Design tsc_reconfig_ctrl_flat, sky130hd; sources not shown.
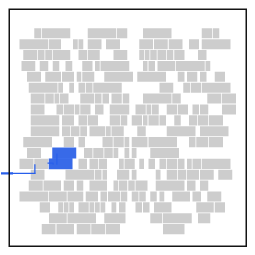
run_1/port_trees.png
(4 px per µm)
- `bus_f`: blue (bits 1; direction input; end cells 2; buffers 1; wire 12.4 µm)
I/O Buffers: 27
Ports: 28

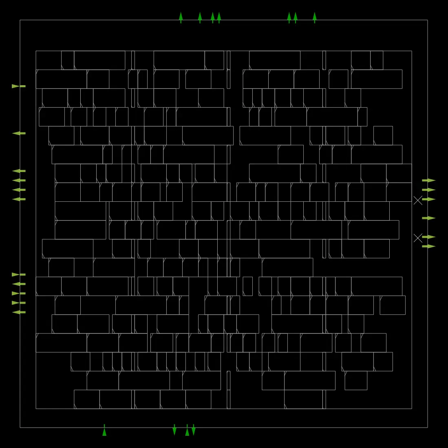
run_1/placed.png
tap cell count: 31
Seq area share: 26.9%
number of core rows: 19
flip-flops: 26
core area: 2810 µm²

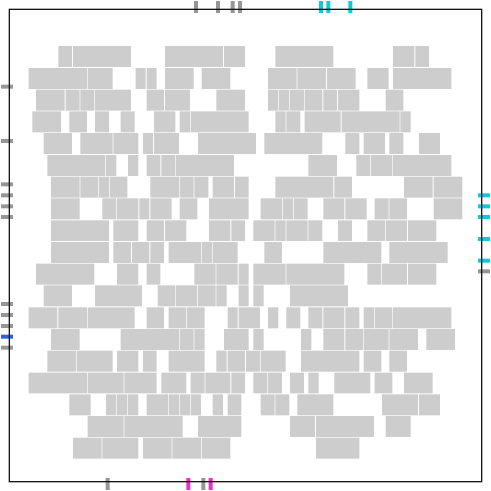
run_1/pinout.png
(8 px per µm) Pins as bars across the die edge, other pins in grey.
- `bus_state`: magenta (pins 2; direction output; edge south)
- `bus_perm_cnt`: cyan (pins 8; direction output; edge 5 east, 3 north)
- `bus_f`: blue (pins 1; direction input; edge west)
- all pins by edge: 11 west, 7 north, 6 east, 4 south
chip width: 58.9 µm
die height: 58.9 µm

==> job_summary.md, run 1 <==
### Flow metrics

| Metric | Value |
|---|---|
| Number of flops mapped to enable cells by yosys | `0` |
| Data arrival time of the worst path | `2.36 ns` |
| Crit-path leading delay family | `simple AND/OR/NAND/NOR gates` |
| Clock Skew | `0.0104 ns` |
| Setup bufs post-CTS | `0` |
| GP Congestion | `0.846` |
| Top cell type by total area after synthesis | `dfxtp_1` |
| Logic Gate Count | `141` |
| Internal power | `612 µW` |
| Final Setup Violations | `0` |
| CP bufs+invs | `0` |
| # resized after CTS | `0` |
| Crit path time final | `2.12 ns` |
| Unique masters post-synth | `46` |
| DR top layer | `met4` |
| Critical Path, Cell by Cell | `ha_1 -> or3b_1 -> and3_1 -> a221oi_2 -> mux2_2` |
| Cell Count Post-Placement | `245` |
| Cts bufs inserted | `3` |
| Layout fillers | `242` |
| Global-route usage over all layers | `24.1%` |
| Slew Limit Headroom | `65.1%` |
| # clk buffers | `4` |
| Yosys cell count | `186` |
| Synth top cell by count | `dfxtp_1` |
| Clock net sink count | `26` |
| Hold_ws | `0.497 ns` |
| Mux frac, synth | `2.72%` |
| Area leader share | `33.3%` |
| Slew Limit Fails | `0` |
| Post-detailed-route via-to-cell ratio | `6.37` |
| Worst min path class | `flip-flop to flip-flop` |
| Upper clock frequency limit | `473 MHz` |
| Hold path depth | `1` |
| Violations in the final reports | `DRC` |
| Worst path depth | `5` |
| Share of cells above drive strength 1 | `11.0%` |
| Most frequent cells in the layout | `dfxtp_1, dlygate4sd3_1, a21oi_1` |
| Yosys simple share | `26.0%` |
| Register share of total power | `55.0%` |
| Crit Path Class | `flip-flop to flip-flop` |
| Slew @ Worst Pin | `0.519 ns` |
| Root buf cell | `clkbuf_4` |
| Switching pwr | `240 µW` |
| Status | `finished with violations` |
| Clk cell area share | `1.87%` |
| Element type at the critical path end | `flip-flop` |
| DP HPWL | `2800 µm` |
| #FFs+latches synth | `26` |
| DR WL/cell | `15.1 µm` |
| Net total in the final layout | `233` |
| Unrepaired setup endpoints after global routing | `false` |
| Vias in the first global route | `1433` |
| Initial antenna violation count | `0` |
| Total Power | `852 µW` |
| R2r worst-path depth | `5` |
| Routed wl met2 | `1790 µm` |
| Drt drc | `2` |
| Met3 usage | `2.86%` |
| Met1 Track Usage GR | `31.7%` |
| Seq. pwr | `468 µW` |
| Gate Area | `975 µm²` |
| Fa+ha+maj area frac | `6.39%` |
| XOR/XNOR Area Share | `2.08%` |
| Post-CTS Hold Buffers | `0` |
| Clock Power Share | `28.0%` |
| Post-Layout Cell Count | `249` |
| First-pass GRT wire length | `6400 µm` |
run_1/layers.png
(8 px per µm) Only two layers are drawn.
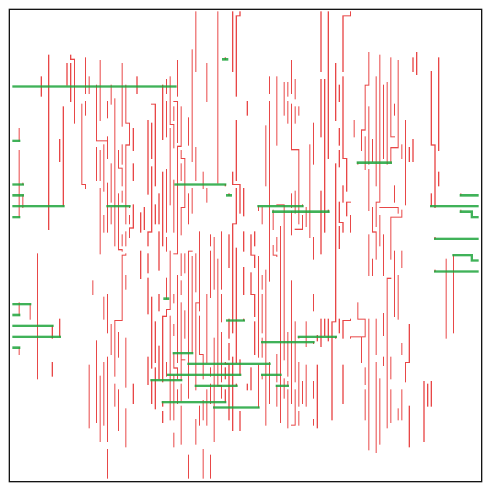

--- run 2 (diff from run 1) ---
--- a/config.mk
+++ b/config.mk
@@ -5,13 +5,14 @@
 export SDC_FILE = /design/constraint.sdc
 export NUM_CORES = 1
 export LEC_CHECK = 0
+export CORE_ASPECT_RATIO = 1.75
 export CORE_MARGIN = 2
 export CORE_UTILIZATION = 52
 export DETAILED_ROUTE_END_ITERATION = 16
 export GPL_TIMING_DRIVEN = 1
 export HOLD_SLACK_MARGIN = 0.15
 export MAX_ROUTING_LAYER = met4
-export PLACE_DENSITY = 0.76
+export PLACE_DENSITY = 0.79
 export RECOVER_POWER = 100
 export SETUP_SLACK_MARGIN = 0.02
 export SYNTH_ARGS = -nofsm -noshare
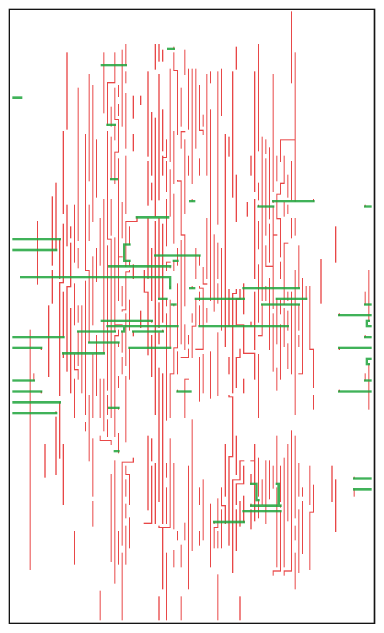
run_2/layers.png
(8 px per µm) Only two layers are drawn.
- M2: red (wire length 2130 µm)
- M3: green (wire length 205 µm)
WL final: 4080 µm
vias: 1628

==> run 2 against run 1 <==
Effect of this change: the flow now finishes without violations; worst setup slack got worse by 0.015 ns; critical path depth increased by 1; sequential share of layout area decreased by 0.54 points; final area increased by 2.1%; routed wire length increased by 8.1%; clock-buffer cell count decreased by 1; sequential cell count unchanged; first-iteration DRC count decreased by 44%; critical path type unchanged.
==> job_summary.md, run 2 <==
### Flow metrics

| Metric | Value |
|---|---|
| Total Power | `994 µW (+17%)` |
| Tap cell count | `28 (-9.7%)` |
| Hold_ws | `0.481 ns (-0.0162 ns)` |
| Critical Path, Cell by Cell | `inv_1 -> ha_1 -> nor3b_1 -> o221ai_1 -> a221oi_2 -> mux2_1` |
| Number of flops mapped to enable cells by yosys | `0 (unchanged)` |
| Upper clock frequency limit | `469 MHz (-0.73%)` |
| Post-CTS Hold Buffers | `0 (unchanged)` |
| Crit-path leading delay family | `AND-OR/OR-AND gates` |
| Crit Path Class | `flip-flop to flip-flop` |
| Initial antenna violation count | `0 (unchanged)` |
| Clock Power Share | `38.0% (+10 points)` |
| Global-route usage over all layers | `26.1% (+2.0 points)` |
| Chip width | `45.5 µm (-23%)` |
| Ports | `28 (unchanged)` |
| Worst min path class | `flip-flop to flip-flop` |
| Cell Count Post-Placement | `245 (unchanged)` |
| Area leader share | `33.3% (unchanged)` |
| # clk buffers | `3 (-1)` |
| Switching pwr | `246 µW (+2.4%)` |
| GP Congestion | `0.880 (+4.0%)` |
| Hold path depth | `1 (unchanged)` |
| Met1 Track Usage GR | `31.7% (about the same)` |
| Final Setup Violations | `0 (unchanged)` |
| Clock Skew | `0.00572 ns (-0.00471 ns)` |
| Status | `complete, no violations` |
| Seq. pwr | `466 µW (about the same)` |
| Unique masters post-synth | `46 (unchanged)` |
| # resized after CTS | `0 (unchanged)` |
| Seq area share | `26.3% (-0.54 points)` |
| Die height | `76.6 µm (+30%)` |
| DR WL/cell | `16.4 µm (+8.1%)` |
| Element type at the critical path end | `flip-flop` |
| Root buf cell | `clkbuf_8` |
| Layout fillers | `245 (+1.2%)` |
| Logic Gate Count | `141 (unchanged)` |
| Net total in the final layout | `236 (+1.3%)` |
| Register share of total power | `46.9% (-8.1 points)` |
| #FFs+latches synth | `26 (unchanged)` |
| Clock net sink count | `26 (unchanged)` |
| Top cell type by total area after synthesis | `dfxtp_1` |
| Routed wl met2 | `2130 µm (+18%)` |
| Core area | `2900 µm² (+3.2%)` |
| Drt drc | `0 (-2)` |
| R2r worst-path depth | `6 (+1)` |
| Unrepaired setup endpoints after global routing | `false` |
| Met3 usage | `3.08% (+0.22 points)` |
| Crit path time final | `2.13 ns (+0.0155 ns)` |
Power and IR drop assume default switching activity.
